--- src/rtl/sonar_pkg.sv ---
// ---------------------------------------------------------------------------
// sonar_pkg
// Shared types and helpers for the ultrasonic rangefinder scheduler.
//   state_e    : scheduler states (IDLE, TRIG, WAIT_ECHO, MEASURE, GAP)
//   DIST_W     : width of one distance slot in centimetres
//   DIST_MAX   : saturation value, also written on a timeout
//   max_int    : elaboration-time maximum, used to size the shared counter
//   sat_add    : unsigned add of two distances, saturated to DIST_MAX
//   avg_round  : rounded mean of two distances, (a+b+1)>>1
// ---------------------------------------------------------------------------
package sonar_pkg;

    typedef enum logic [2:0] {
        IDLE,
        TRIG,
        WAIT_ECHO,
        MEASURE,
        GAP
    } state_e;

    localparam int                DIST_W   = 10;
    localparam logic [DIST_W-1:0] DIST_MAX = 10'd1023;

    function automatic int max_int(input int a, input int b);
        return (a > b) ? a : b;
    endfunction

    // One extra bit holds the carry; any carry means the sum is out of range.
    function automatic logic [DIST_W-1:0] sat_add(input logic [DIST_W-1:0] a,
                                                  input logic [DIST_W-1:0] b);
        logic [DIST_W:0] sum;
        sum = {1'b0, a} + {1'b0, b};
        return sum[DIST_W] ? DIST_MAX : sum[DIST_W-1:0];
    endfunction

    function automatic logic [DIST_W-1:0] avg_round(input logic [DIST_W-1:0] a,
                                                    input logic [DIST_W-1:0] b);
        logic [DIST_W:0] sum;
        sum = {1'b0, a} + {1'b0, b} + {{DIST_W{1'b0}}, 1'b1};
        return sum[DIST_W:1];
    endfunction

endpackage

--- src/rtl/sonar_echo_sync.sv ---
// ---------------------------------------------------------------------------
// sonar_echo_sync
// Brings one asynchronous echo pin into the clock domain through two flops,
// then flags single-cycle rise and fall events on the synchronized level.
// Ports:
//   clock   in  system clock
//   resetn  in  asynchronous active-low reset
//   echo_i  in  raw echo pin (asynchronous)
//   rise_o  out one-cycle pulse on a synchronized 0->1 transition
//   fall_o  out one-cycle pulse on a synchronized 1->0 transition
// ---------------------------------------------------------------------------
module sonar_echo_sync (
    input  logic clock,
    input  logic resetn,
    input  logic echo_i,
    output logic rise_o,
    output logic fall_o
);

    logic meta_q;
    logic sync_q;
    logic prev_q;

    // NOTE: sequential state uses non-blocking assignments so every flop
    // samples the pre-edge value of its neighbour; blocking here would
    // collapse the synchronizer chain into a single flop.
    always_ff @(posedge clock or negedge resetn) begin
        if (!resetn) begin
            meta_q <= 1'b0;
            sync_q <= 1'b0;
            prev_q <= 1'b0;
        end else begin
            meta_q <= echo_i;
            sync_q <= meta_q;
            prev_q <= sync_q;
        end
    end

    // Edges are decoded combinationally from the second stage so the
    // scheduler reacts on the same cycle the level becomes trustworthy.
    assign rise_o = sync_q & ~prev_q;
    assign fall_o = ~sync_q & prev_q;

endmodule

--- src/rtl/sonar_scheduler.sv ---
// ---------------------------------------------------------------------------
// sonar_scheduler
// Round-robin scheduler for HC-SR04 style rangefinders sharing one time base.
// Fires one sensor at a time, times its echo pulse with a prescaled
// centimetre counter and publishes one registered distance per sensor.
// Ports:
//   clock       in  system clock
//   resetn      in  asynchronous active-low reset
//   enable      in  scheduler runs while high (sampled in IDLE / end of GAP)
//   echo        in  raw echo pins, asynchronous, one per sensor
//   trig        out trigger pins, registered, at most one bit high
//   distance    out per-sensor centimetres, sensor i in [10i+9:10i]
//   dist_valid  out one-cycle pulse when a distance slot updates
//   dist_idx    out index of the slot updated with dist_valid (held)
//   timeout     out sticky per-sensor flag: last measurement timed out
// Build option:
//   SONAR_SMOOTH_EN  when defined, non-timeout updates write the rounded mean
//                    of the old and new distance (first update after reset or
//                    after a timeout writes the new value directly).
// ---------------------------------------------------------------------------
module sonar_scheduler
    import sonar_pkg::*;
#(
    parameter int NUM_SENSORS    = 2,
    parameter int TRIG_CYCLES    = 500,
    parameter int CYCLES_PER_CM  = 2900,
    parameter int DIST_OFFSET    = 2,
    parameter int TIMEOUT_CYCLES = 1500000,
    parameter int GAP_CYCLES     = 500000
) (
    input  logic                          clock,
    input  logic                          resetn,
    input  logic                          enable,
    input  logic [NUM_SENSORS-1:0]        echo,
    output logic [NUM_SENSORS-1:0]        trig,
    output logic [DIST_W*NUM_SENSORS-1:0] distance,
    output logic                          dist_valid,
    output logic [2:0]                    dist_idx,
    output logic [NUM_SENSORS-1:0]        timeout
);

    // One counter serves TRIG, WAIT_ECHO, MEASURE and GAP, so it is sized
    // for the longest of those intervals.
    localparam int CNT_LIM = max_int(max_int(TRIG_CYCLES, TIMEOUT_CYCLES), GAP_CYCLES);
    localparam int CNT_W   = $clog2(CNT_LIM + 1);
    localparam int PRE_W   = $clog2(CYCLES_PER_CM + 1);

    localparam logic [CNT_W-1:0]  TRIG_LAST = CNT_W'(TRIG_CYCLES - 1);
    localparam logic [CNT_W-1:0]  TMO_LAST  = CNT_W'(TIMEOUT_CYCLES - 1);
    localparam logic [CNT_W-1:0]  GAP_LAST  = CNT_W'(GAP_CYCLES - 1);
    localparam logic [PRE_W-1:0]  PRE_LAST  = PRE_W'(CYCLES_PER_CM - 1);
    localparam logic [2:0]        IDX_LAST  = 3'(NUM_SENSORS - 1);
    localparam logic [DIST_W-1:0] OFFSET    = DIST_W'(DIST_OFFSET);

    state_e                  state_q, state_d;
    logic [2:0]              idx_q, idx_d;
    logic [CNT_W-1:0]        cnt_q, cnt_d;
    logic [PRE_W-1:0]        pre_q, pre_d;
    logic [DIST_W-1:0]       cm_q, cm_d;
    logic [NUM_SENSORS-1:0]  trig_q, trig_d;
    logic                    valid_q;
    logic [2:0]              dist_idx_q;
    logic [NUM_SENSORS-1:0]  tout_q;
    logic [DIST_W-1:0]       dist_q [NUM_SENSORS];

    logic [NUM_SENSORS-1:0]  rise_vec, fall_vec;
    logic                    sel_rise, sel_fall;
    logic                    pre_wrap;
    logic [DIST_W-1:0]       cm_tick;
    logic                    upd, upd_tout;
    logic [DIST_W-1:0]       meas_cm;
    logic [DIST_W-1:0]       wr_dist;

    // ---------------------------------------------------------------------
    // Echo synchronizers, one per sensor
    // ---------------------------------------------------------------------
    for (genvar i = 0; i < NUM_SENSORS; i++) begin : g_sync
        sonar_echo_sync u_sync (
            .clock  (clock),
            .resetn (resetn),
            .echo_i (echo[i]),
            .rise_o (rise_vec[i]),
            .fall_o (fall_vec[i])
        );
    end

    // Only the currently fired sensor is listened to; all other echo
    // activity is dropped here.
    always_comb begin
        sel_rise = 1'b0;
        sel_fall = 1'b0;
        for (int i = 0; i < NUM_SENSORS; i++) begin
            if (idx_q == 3'(i)) begin
                sel_rise = rise_vec[i];
                sel_fall = fall_vec[i];
            end
        end
    end

    // Centimetre count including the current MEASURE cycle, so a fall seen
    // this cycle reports width/CYCLES_PER_CM exactly.
    assign pre_wrap = (pre_q == PRE_LAST);
    assign cm_tick  = (pre_wrap && cm_q != DIST_MAX) ? cm_q + DIST_W'(1) : cm_q;

    // ---------------------------------------------------------------------
    // Next-state logic
    // ---------------------------------------------------------------------
    // NOTE: every signal driven here gets a default before the case, so no
    // path leaves a value unassigned and no latch is inferred.
    always_comb begin
        state_d  = state_q;
        idx_d    = idx_q;
        cnt_d    = cnt_q;
        pre_d    = pre_q;
        cm_d     = cm_q;
        upd      = 1'b0;
        upd_tout = 1'b0;
        meas_cm  = '0;

        unique case (state_q)
            IDLE: begin
                if (enable) begin
                    state_d = TRIG;
                    cnt_d   = '0;
                end
            end

            TRIG: begin
                if (cnt_q == TRIG_LAST) begin
                    state_d = WAIT_ECHO;
                    cnt_d   = '0;
                end else begin
                    cnt_d = cnt_q + CNT_W'(1);
                end
            end

            // A level already high on entry yields no rise pulse, so a stale
            // echo runs into the timeout instead of a bogus measurement.
            WAIT_ECHO: begin
                if (sel_rise) begin
                    state_d = MEASURE;
                    cnt_d   = '0;
                    pre_d   = '0;
                    cm_d    = '0;
                end else if (cnt_q == TMO_LAST) begin
                    state_d  = GAP;
                    cnt_d    = '0;
                    upd      = 1'b1;
                    upd_tout = 1'b1;
                end else begin
                    cnt_d = cnt_q + CNT_W'(1);
                end
            end

            MEASURE: begin
                if (sel_fall) begin
                    state_d = GAP;
                    cnt_d   = '0;
                    upd     = 1'b1;
                    meas_cm = cm_tick;
                end else if (cnt_q == TMO_LAST) begin
                    state_d  = GAP;
                    cnt_d    = '0;
                    upd      = 1'b1;
                    upd_tout = 1'b1;
                end else begin
                    cnt_d = cnt_q + CNT_W'(1);
                    pre_d = pre_wrap ? '0 : pre_q + PRE_W'(1);
                    cm_d  = cm_tick;
                end
            end

            GAP: begin
                if (cnt_q == GAP_LAST) begin
                    idx_d   = (idx_q == IDX_LAST) ? 3'd0 : idx_q + 3'd1;
                    state_d = enable ? TRIG : IDLE;
                    cnt_d   = '0;
                end else begin
                    cnt_d = cnt_q + CNT_W'(1);
                end
            end

            default: state_d = IDLE;
        endcase
    end

    // Trigger is registered from the next state so the pin is glitch-free
    // and high for exactly the cycles spent in TRIG.
    always_comb begin
        trig_d = '0;
        if (state_d == TRIG) begin
            for (int i = 0; i < NUM_SENSORS; i++) begin
                if (idx_d == 3'(i)) trig_d[i] = 1'b1;
            end
        end
    end

    // ---------------------------------------------------------------------
    // Value written into the addressed slot
    // ---------------------------------------------------------------------
`ifdef SONAR_SMOOTH_EN
    // have_q[i] marks a slot holding a real measurement that may be averaged.
    logic [NUM_SENSORS-1:0] have_q;
    logic [DIST_W-1:0]      old_dist;
    logic                   old_have;

    always_comb begin
        old_dist = '0;
        old_have = 1'b0;
        for (int i = 0; i < NUM_SENSORS; i++) begin
            if (idx_q == 3'(i)) begin
                old_dist = dist_q[i];
                old_have = have_q[i];
            end
        end
        if (upd_tout) begin
            wr_dist = DIST_MAX;
        end else if (old_have) begin
            wr_dist = avg_round(old_dist, sat_add(meas_cm, OFFSET));
        end else begin
            wr_dist = sat_add(meas_cm, OFFSET);
        end
    end

    always_ff @(posedge clock or negedge resetn) begin
        if (!resetn) begin
            have_q <= '0;
        end else begin
            for (int i = 0; i < NUM_SENSORS; i++) begin
                if (upd && idx_q == 3'(i)) have_q[i] <= ~upd_tout;
            end
        end
    end
`else
    assign wr_dist = upd_tout ? DIST_MAX : sat_add(meas_cm, OFFSET);
`endif

    // ---------------------------------------------------------------------
    // State and output registers
    // ---------------------------------------------------------------------
    // NOTE: the distance slots are reset explicitly because the paddle logic
    // reads them as 0 until the first measurement lands.
    always_ff @(posedge clock or negedge resetn) begin
        if (!resetn) begin
            state_q    <= IDLE;
            idx_q      <= '0;
            cnt_q      <= '0;
            pre_q      <= '0;
            cm_q       <= '0;
            trig_q     <= '0;
            valid_q    <= 1'b0;
            dist_idx_q <= '0;
            tout_q     <= '0;
            for (int i = 0; i < NUM_SENSORS; i++) dist_q[i] <= '0;
        end else begin
            state_q <= state_d;
            idx_q   <= idx_d;
            cnt_q   <= cnt_d;
            pre_q   <= pre_d;
            cm_q    <= cm_d;
            trig_q  <= trig_d;
            valid_q <= upd;
            if (upd) dist_idx_q <= idx_q;
            for (int i = 0; i < NUM_SENSORS; i++) begin
                if (upd && idx_q == 3'(i)) begin
                    dist_q[i] <= wr_dist;
                    tout_q[i] <= upd_tout;
                end
            end
        end
    end

    for (genvar i = 0; i < NUM_SENSORS; i++) begin : g_dist
        assign distance[i*DIST_W +: DIST_W] = dist_q[i];
    end

    assign trig       = trig_q;
    assign dist_valid = valid_q;
    assign dist_idx   = dist_idx_q;
    assign timeout    = tout_q;

endmodule

--- config.mk ---
export PLATFORM = sky130hd
export DESIGN_NAME = sonar_scheduler
export DESIGN_NICKNAME = d
export VERILOG_FILES = /design/src/rtl/sonar_pkg.sv /design/src/rtl/sonar_echo_sync.sv /design/src/rtl/sonar_scheduler.sv
export SDC_FILE = /design/constraint.sdc
export NUM_CORES = 1
export LEC_CHECK = 0
export CORE_ASPECT_RATIO = 0.7
export CORE_MARGIN = 2
export CORE_UTILIZATION = 60
export DETAILED_ROUTE_END_ITERATION = 12
export GPL_TIMING_DRIVEN = 0
export PLACE_DENSITY = 0.86
export SLEW_MARGIN = 20
export SYNTH_ARGS = -nofsm -noshare
export SYNTH_HDL_FRONTEND = slang
export SYNTH_HIERARCHICAL = 1
export SYNTH_SLANG_ARGS = --single-unit
--- constraint.sdc ---
create_clock -name clock -period 5.97 [get_ports clock]
set_input_delay 0.8955 -clock clock [delete_from_list [all_inputs] [get_ports clock]]
set_output_delay 0.8955 -clock clock [all_outputs]
set_load 0.02 [all_outputs]
**Signal metal coverage by tile**

Scale bar: 20 um. 22 x 15 tiles, from dark blue (low) to red (high), scaled to the fullest tile. Values are wire area over tile area, all layers added.
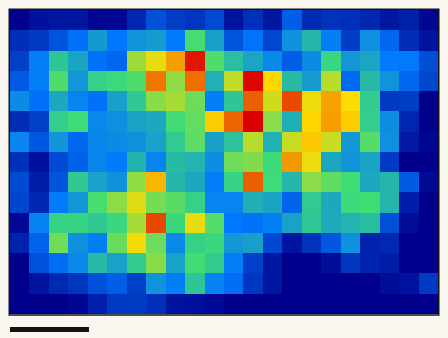
The densest ninth of the die: middle. The mean over all tiles is 0.21. The fullest tile reaches 0.70.

**Cell classes on the final placement**

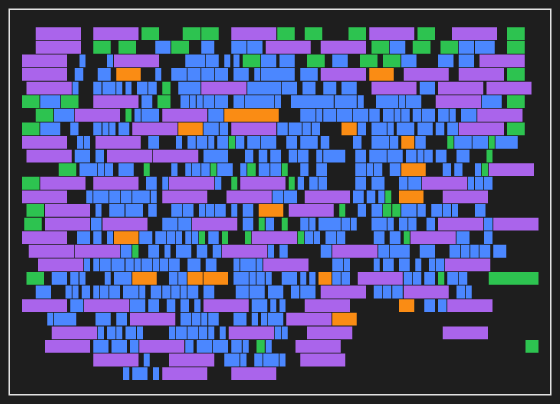
Key: other buffers and delay cells = green [cells 61, share of their area 9.0%]; combinational and other logic = blue [cells 375, share of their area 46%]; clock drivers and dummy loads = orange [cells 16, share of their area 4.1%]; flops = purple [cells 83, share of their area 41%]

==> changes_impl.md <==
### Physical design

- Max-slew violations: 0
- Flops out of synthesis: 83
- Fraction of registers with async set/reset: 100%
- Worst EP required: 6230 ps
- Slowest-stage cell, CP: dfrtp_1
- DRT antenna net count: 0
- H-tree depth: 3
- RSZ-0062 raised after global routing: false
- Design Power: between 1000 and 1500 uW
- Top cells, area: dfrtp_1, nor2_1, nand2_1
- Gpl congestion: 0.929
- Post-synth EDFFs: 0
- Warning total across the stage logs: 26
- Cycle use final: 63.1%
- GRT Total Usage: 27.5%
- Chip Area, Yosys: 4540 um2
- WL final: around 11000 um
- Element type at the critical path start: flip-flop
- VDD IR-drop max: 0.000150 V
- Status: finished clean
- Chip area: 8300 um2
- HP Class: flip-flop to flip-flop
- Worst R2R Setup Slack: 2200 ps
- Commonest non-fill, non-tap cell in the layout: dfrtp_1
- Drt initial violations: 334
- Top cell area share: 45.7%
- DR WL/cell: ~17 um
- Horiz. Die Dim: 108 um
- Fmax achieved: between 200 and 300 MHz
- Crit Path Class: flip-flop to flip-flop
- Core area: 7320 um2
- Commonest flop: dfrtp_1
- Fp util: 62.1%
- Synthesis-to-layout area growth: 14.9%
- Initial antenna violation count: 0
- Cell Type Count: roughly 61
- Post-CTS Hold Fix Bufs: 0
- Row count: 26
- Largest delay contributor family on the critical path: simple AND/OR/NAND/NOR gates
- Largest net degree at the start of global routing: 54
- Top cells excl fill/tap: dfrtp_1, nor2_1, nand2_1
- Critical path cell sequence: or3b_1 > buf_2 > nor3_2 > and2_1 > clkbuf_1 > nand2_1 > xor2_1 > nor2_1 > ha_1 > o21ai_1 > nor4b_4 > a211oi_1 > a211oi_1
- Clock buffer depth: 2
- Cells after synthesis: a little under 500
- Yosys stat cell total: approximately 490
- Number of global-route vias before repair: 3747
- Final setup violation count: 0
- Largest stage delay, worst path: about 470 ps
- Final tally of hold violations: 0
- # DRC: 0
- Seq/Total Area, Yosys: 45.7%
- Drt pass-1 iters: 5
- CTS root buf: clkbuf_8
- Die Y: 76.8 um
- Count leader, synth: dfrtp_1
- Layout cells sized above 1: 8.79%
- Post-CTS Setup Bufs: 0
- # IOs: 33
- Area leader, netlist: dfrtp_1
- Post-Syn Area per Cell: 9.35 um2
- Setup TNS: 0 ps
- Critical path buffers and inverters: 2
- CTS tree: yes
- First-pass GRT wire length: 18100 um
- Layout Nets: roughly 540
- Critical path's most frequent cell: a211oi_1
- Relative slew slack: 28.8%
- Num CTS Buffers: 9
- # diodes: 0
- Syn_nets: 495
- Fillcell total: 540
- Crit end category: flip-flop
- Detailed placement HPWL: 7860 um
- Cell area after synthesis: 4540 um2
- Setup Skew: 9.82 ps
- Latency at later pin: approximately 370 ps
- CTS Sinks: 83
- Vias per inst: 6.36
- Final min period: 3770 ps
- Worst EP arrival: 4030 ps
- Ys Warns: 6
- Max-cap viol count: 0
- GRT Residual Overflow: 0
- Most instantiated cells after synthesis: dfrtp_1, nor2_1, nand2_1, nand3_1, o21ai_0
- Crit Path Max Fanout: 9
- Vias: 4026
## worst reg2reg max path, stage by stage, from the launching register on
cell      delay [ps]
dfrtp_1          470
or3b_1           410
buf_2            170
nor3_2           460
and2_1           210
clkbuf_1         290
nand2_1          170
xor2_1           180
nor2_1           110
ha_1             190
o21ai_1          160
nor4b_4          450
a211oi_1         140
a211oi_1         270
## flip-flops by register name, indices dropped and copies added (netlist names), 3 cells and up
| register | cells |
|---|---|
| cm_q | 10 |
| cnt_q | 21 |
| dist_idx | 3 |
| distance | 20 |
| idx_q | 3 |
| pre_q | 12 |
| state_q | 3 |
## stage by stage
step	utilization [%]	hold WS [ps]	cells	setup WS [ps]	cell area [um2]
after floorplan	-	331	486	2910	4540
final	71.4	356	633	2200	5220
after global placement	68.1	335	616	1150	4990
after CTS	71.4	362	633	2320	5220
after global routing	71.4	361	633	2010	5220
after detailed placement	68.5	340	617	2360	5010
## area by class of cell
cell class	count	area [um2]	share of cell area [%]
plain buffers	28	115	2.20
clock buffers	10	138	2.64
multi-input cells	367	2320	44.5
clock inverters	6	71.3	1.37
repair buffers	33	345	6.61
inverters	8	30.0	0.575
flip-flops and latches	83	2080	39.8
well taps	98	123	2.35
## final timing paths
| kind | to | startpoint | cells past startpoint |
|---|---|---|---|
| worst max-delay path | distance[9]$_DFFE_PN0P_ | pre_q[7]$_DFFE_PN0P_ | 13 |
| worst min-delay path | g_sync[0].u_sync/sync_q$_DFF_PN0_ | g_sync[0].u_sync/meta_q$_DFF_PN0_ | 0 |
| worst max register to register | distance[9]$_DFFE_PN0P_ | pre_q[7]$_DFFE_PN0P_ | 13 |
| worst min register to register | g_sync[0].u_sync/sync_q$_DFF_PN0_ | g_sync[0].u_sync/meta_q$_DFF_PN0_ | 0 |
| max in group asynchronous | dist_idx[1]$_DFFE_PN0P_ | resetn | 2 |
| min in group asynchronous | cm_q[2]$_DFFE_PN0P_ | resetn | 1 |
## per-layer routing
metal / global-route usage [%] / up-vias / share of wire [%]
li1: - / 1843 / -
met4: 7.69 / 0 / 1.4
met5: 0 / - / 0
met1: 41.4 / 1966 / 46
met3: 4.76 / 22 / 8.1
met2: 41.0 / 195 / 45
## cells by family after synthesis
group,Yosys count,share of synthesized area [%]
simple gates,211,24.8
compound gates,116,17.9
flops,83,45.7
buf+inv,36,3.19
xor+xnor,28,5.40
mux,8,1.90
fa+ha+maj,4,1.10
## power by group
part | leakage [uW] | internal (uW) | switching [uW] | total [uW]
Combinational | 0.000987 | 12.9 | 19.3 | 32.2
Sequential | 0.00111 | 571 | 11.9 | 583
Clock | 0.0000999 | 209 | 223 | 432
Power and IR drop assume default switching activity.
